**src/rtl/move_scan_ctrl.sv**
```systemverilog
// Move-generation scan sequencer: clears and settles the square array, then walks every
// square/direction slot and hands each valid move to the consumer through a valid/ready port.
module move_scan_ctrl #(
    parameter int NUM_SQ        = 64,
    parameter int SETTLE_CYCLES = 2
) (
    input  logic        clk,
    input  logic        reset_n,
    input  logic        start,
    input  logic        engineColor,
    input  logic        abort,
    output logic        sq_clear,
    output logic        sq_enable,
    output logic        sq_color,
    output logic [5:0]  sq_sel,
    output logic [3:0]  dir_sel,
    input  logic [31:0] move_in,
    output logic [31:0] move_out,
    output logic        move_valid,
    input  logic        move_ready,
    output logic        busy,
    output logic        done,
    output logic [7:0]  move_count
);

    localparam logic [5:0] LAST_SQ     = 6'(NUM_SQ - 1);
    localparam logic [3:0] SETTLE_LAST = 4'(SETTLE_CYCLES - 1);

    typedef enum logic [2:0] {
        S_IDLE,
        S_CLEAR,
        S_SETTLE,
        S_SCAN,
        S_EMIT,
        S_DONE
    } state_t;

    state_t      r_state;
    logic        r_sq_clear;
    logic        r_sq_enable;
    logic        r_sq_color;
    logic [5:0]  r_sq_sel;
    logic [3:0]  r_dir_sel;
    logic [3:0]  r_settle_cnt;
    logic [31:0] r_move_out;
    logic        r_move_valid;
    logic        r_busy;
    logic        r_done;
    logic [7:0]  r_move_count;

    logic        w_slot_valid;
    logic        w_last_slot;
    logic [5:0]  w_next_sq;
    logic [3:0]  w_next_dir;
    logic [7:0]  w_count_inc;

    // A slot carries a move only if it is non-empty and its moving piece belongs to the side to move.
    assign w_slot_valid = (move_in != 32'd0) && (move_in[13] == r_sq_color);
    assign w_last_slot  = (r_sq_sel == LAST_SQ) && (r_dir_sel == 4'hF);
    assign w_next_dir   = r_dir_sel + 4'd1;
    assign w_next_sq    = (r_dir_sel == 4'hF) ? r_sq_sel + 6'd1 : r_sq_sel;
    assign w_count_inc  = (r_move_count == 8'hFF) ? r_move_count : r_move_count + 8'd1;

    always_ff @(posedge clk) begin
        if (!reset_n) begin
            r_state      <= S_IDLE;
            r_sq_clear   <= 1'b0;
            r_sq_enable  <= 1'b0;
            r_sq_color   <= 1'b0;
            r_sq_sel     <= 6'd0;
            r_dir_sel    <= 4'd0;
            r_settle_cnt <= 4'd0;
            r_move_out   <= 32'd0;
            r_move_valid <= 1'b0;
            r_busy       <= 1'b0;
            r_done       <= 1'b0;
            r_move_count <= 8'd0;
        end else if (abort && r_busy) begin
            // Abort discards any pending move; move_count keeps whatever was already counted.
            r_state      <= S_DONE;
            r_sq_clear   <= 1'b0;
            r_sq_enable  <= 1'b0;
            r_move_out   <= 32'd0;
            r_move_valid <= 1'b0;
            r_busy       <= 1'b0;
            r_done       <= 1'b1;
        end else begin
            case (r_state)
                S_IDLE: begin
                    if (start) begin
                        r_state      <= S_CLEAR;
                        r_sq_clear   <= 1'b1;
                        r_sq_color   <= engineColor;
                        r_sq_sel     <= 6'd0;
                        r_dir_sel    <= 4'd0;
                        r_move_count <= 8'd0;
                        r_busy       <= 1'b1;
                    end
                end
                S_CLEAR: begin
                    r_state      <= S_SETTLE;
                    r_sq_clear   <= 1'b0;
                    r_sq_enable  <= 1'b1;
                    r_settle_cnt <= 4'd0;
                end
                S_SETTLE: begin
                    if (r_settle_cnt == SETTLE_LAST) begin
                        r_state     <= S_SCAN;
                        r_sq_enable <= 1'b0;
                    end else begin
                        r_settle_cnt <= r_settle_cnt + 4'd1;
                    end
                end
                S_SCAN: begin
                    if (w_slot_valid) begin
                        r_state      <= S_EMIT;
                        r_move_out   <= move_in;
                        r_move_valid <= 1'b1;
                        r_move_count <= w_count_inc;
                    end else if (w_last_slot) begin
                        r_state <= S_DONE;
                        r_busy  <= 1'b0;
                        r_done  <= 1'b1;
                    end else begin
                        r_sq_sel  <= w_next_sq;
                        r_dir_sel <= w_next_dir;
                    end
                end
                S_EMIT: begin
                    // Indices stay frozen on the emitted slot until the consumer takes the move.
                    if (move_ready) begin
                        r_move_valid <= 1'b0;
                        if (w_last_slot) begin
                            r_state <= S_DONE;
                            r_busy  <= 1'b0;
                            r_done  <= 1'b1;
                        end else begin
                            r_state   <= S_SCAN;
                            r_sq_sel  <= w_next_sq;
                            r_dir_sel <= w_next_dir;
                        end
                    end
                end
                S_DONE: begin
                    r_state <= S_IDLE;
                    r_done  <= 1'b0;
                end
                default: begin
                    r_state <= S_IDLE;
                    r_busy  <= 1'b0;
                    r_done  <= 1'b0;
                end
            endcase
        end
    end

    assign sq_clear   = r_sq_clear;
    assign sq_enable  = r_sq_enable;
    assign sq_color   = r_sq_color;
    assign sq_sel     = r_sq_sel;
    assign dir_sel    = r_dir_sel;
    assign move_out   = r_move_out;
    assign move_valid = r_move_valid;
    assign busy       = r_busy;
    assign done       = r_done;
    assign move_count = r_move_count;

endmodule

```
**config.mk**
```make
export PLATFORM = sky130hd
export DESIGN_NAME = move_scan_ctrl
export DESIGN_NICKNAME = d
export VERILOG_FILES = /design/src/rtl/move_scan_ctrl.sv
export SDC_FILE = /design/constraint.sdc
export NUM_CORES = 1
export LEC_CHECK = 0
export CAP_MARGIN = 20
export CORE_UTILIZATION = 53
export CTS_BUF_LIST = sky130_fd_sc_hd__clkbuf_4
export DETAILED_ROUTE_END_ITERATION = 10
export PLACE_DENSITY = 0.88
export REMOVE_ABC_BUFFERS = 1
export SYNTH_ARGS = -nofsm -noshare
export SYNTH_HDL_FRONTEND = slang
export SYNTH_SLANG_ARGS = --single-unit
```
**constraint.sdc**
```tcl
create_clock -name clk -period 2.6 [get_ports clk]
set_input_delay 0.52 -clock clk [delete_from_list [all_inputs] [get_ports clk]]
set_output_delay 0.52 -clock clk [all_outputs]
set_load 0.01 [all_outputs]
```
### Metal layers overlaid

Two of the layers only.
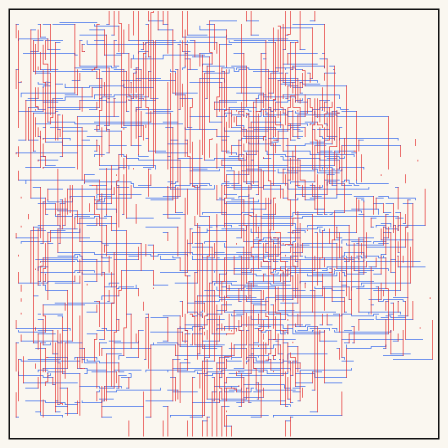
- M1: blue (wire length 3400 µm)
- M2: red (wire length 4040 µm)

### Routing congestion

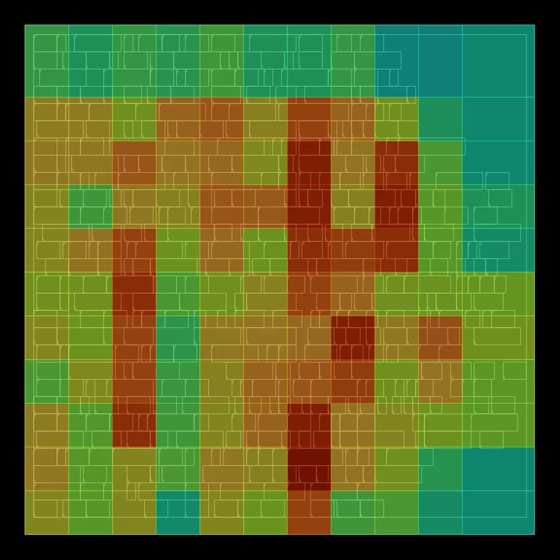
GR met1 Demand/Resource: 30.93%
met3 global-route usage: 8.409%
most congested layer reported by global routing: met2

==> cells in the mapped netlist (4+ instances only) <==
cell      number
nand2_1       23
or4_1          4
o31ai_1        4
nor2_1        44
nand3_1       11
dfxtp_1       63
a31oi_1        4
nor3_1         4
nor4_2         5
inv_1          6
buf_6          9
buf_2          4
clkbuf_1       8
ha_1           5
a21oi_1       17
nand2b_1       4
o21ai_0        9
o41ai_1        4
o21ai_1        4
nor4_1         5
or3_1          4
mux2i_1       37
==> sequential cells by signal, summed over array words and instances, names as in the netlist <==
signal	flops
sq_color	1
sq_sel	6
sq_clear	1
move_out	32
move_count	8
busy	1
dir_sel	4
r_settle_cnt	4
done	1
r_state	3
move_valid	1
sq_enable	1
==> power groups by stage <==
stage / sequential, mW / clock [mW] / combinational, mW
finish: 1.18 / 0.739 / 1.14
detailed placement: 1.20 / 0 / 1.12
global route: 1.20 / 0.785 / 1.24
floorplan: 1.21 / 0 / 0.671
CTS: 1.18 / 0.744 / 1.13
global placement: 1.20 / 0 / 1.09
==> metal layers <==
metal | up-vias | wire (µm) | track usage [%]
li1 | 1477 | - | -
met2 | 160 | 4043 | 44.58
met4 | 0 | 128 | 11.96
met1 | 1479 | 3402 | 30.93
met5 | - | 0 | 0
met3 | 17 | 794 | 8.409
==> cells by family (layout without fill, tap and decap cells) <==
family                     after synthesis  after routing  synth area share, %
muxes                                   37             37                11.37
other                                    0              1                    0
xor gates and xnor gates                 1              1               0.4996
adders and majority gates                5              5                1.921
and+or+nand+nor                        137            137                24.47
buffers and inverters                   27            131                5.340
AOI/OAI and AO/OA                       73             73                17.67
DFF                                     63             63                38.72
==> tightest hold or removal path, delay by kind of cell, from the launching register on <==
family	cells	cell delay (ns)
flops	1	0.32
compound gates	1	0.05
simple gates	1	0.05
==> tab_implementation.tex <==
% Synthesis and place-and-route results
\begin{tabular}{lr}
\hline
Metric & Value \\
\hline
\multicolumn{2}{l}{\textbf{CTS}} \\
TritonCTS clock tree & done \\
Root Driver & clkbuf\_4 \\
PostCTS Resize Cnt & 0 \\
Number of buffers inserted by hold repair at cts & 0 \\
Clock-pin transition on the worst setup and hold timing paths & 0.10 ns \\
\multicolumn{2}{l}{\textbf{Route}} \\
Pre-antenna DRT Iters & 6 \\
Post-route antenna net violation count & 0 \\
\multicolumn{2}{l}{\textbf{Synthesis}} \\
Top area cells in the synthesized netlist & dfxtp\_1 (39\%), mux2i\_1 (11\%), nor2\_1 (5.1\%) \\
Dominant register cell & dfxtp\_1 \\
Max-area cell share & 38.72\% \\
Count of flip-flops with a built-in enable after synthesis & 0 \\
Cell area after synthesis & 3257 µm² \\
Average footprint of a synthesized cell & 9.495 µm² \\
Ys async rst share & 0\% \\
\multicolumn{2}{l}{\textbf{Timing}} \\
Min Clock Period, post-route & 2.283 ns \\
Worst slew slack as a fraction of its limit & 50.71\% \\
Setup TNS & 0 ns \\
Final setup fails & 0 \\
Worst hold-check slack & 0.4645 ns \\
Crit path setup slack, layout & 0.3167 ns \\
\multicolumn{2}{l}{\textbf{Worst setup path}} \\
End point of the critical path & dir\_sel[1]\$\_SDFFE\_PN0P\_ \\
Maximum fanout along the worst path & 6 \\
Data arrival at the endpoint of the critical path & 2.53 ns \\
Slowest-stage cell, CP & clkdlybuf4s50\_1 \\
Category of the worst setup path capture point & flip-flop \\
Worst path cell trace & clkdlybuf4s50\_1, nor4\_1, buf\_4, nand4\_2, o221a\_2, nor3\_1, o32ai\_1 \\
Required time reported for the critical path endpoint & 2.84 ns \\
Kind of launch point of the worst setup path & input port \\
\multicolumn{2}{l}{\textbf{Floorplanning}} \\
Height of the die & 80.39 µm \\
Core area & 5921 µm² \\
Num tapcells & 75 \\
Ports placed on the boundary & 94 \\
\multicolumn{2}{l}{\textbf{Placement}} \\
Instance count after placement with tap cells included & 507 \\
Standard cell area after detailed placement & 4279 µm² \\
Total of buffers placed on input and output ports & 93 \\
\multicolumn{2}{l}{\textbf{Layout}} \\
Finished Cell Area & 4431 µm² \\
Final layout net count & 486 \\
Sequential share of cell area & 28.47\% \\
Fraction of layout instances using a drive strength above 1 & 13.65\% \\
Clock buf count & 10 \\
Synthesis-to-finish area growth & 36.04\% \\
Register Area & 1261 µm² \\
\multicolumn{2}{l}{\textbf{Power}} \\
Total power consumption of the routed design & 3.062 mW \\
Peak supply drop & 0.5031 mV \\
Logic gate share of total power & 37.2\% \\
Share of total power consumed by net switching & 35.37\% \\
Sw power & 1.083 mW \\
\multicolumn{2}{l}{\textbf{Hold path}} \\
Worst hold path startpoint & move\_valid\$\_SDFFE\_PP0P\_ \\
Hold Path Depth & 2 \\
\multicolumn{2}{l}{\textbf{Run status}} \\
Outcome & complete, no violations \\
\multicolumn{2}{l}{\textbf{Global route}} \\
Global-route wire length before repair & 13190 µm \\
\hline
\end{tabular}
Power is estimated from default activity; no workload was simulated.
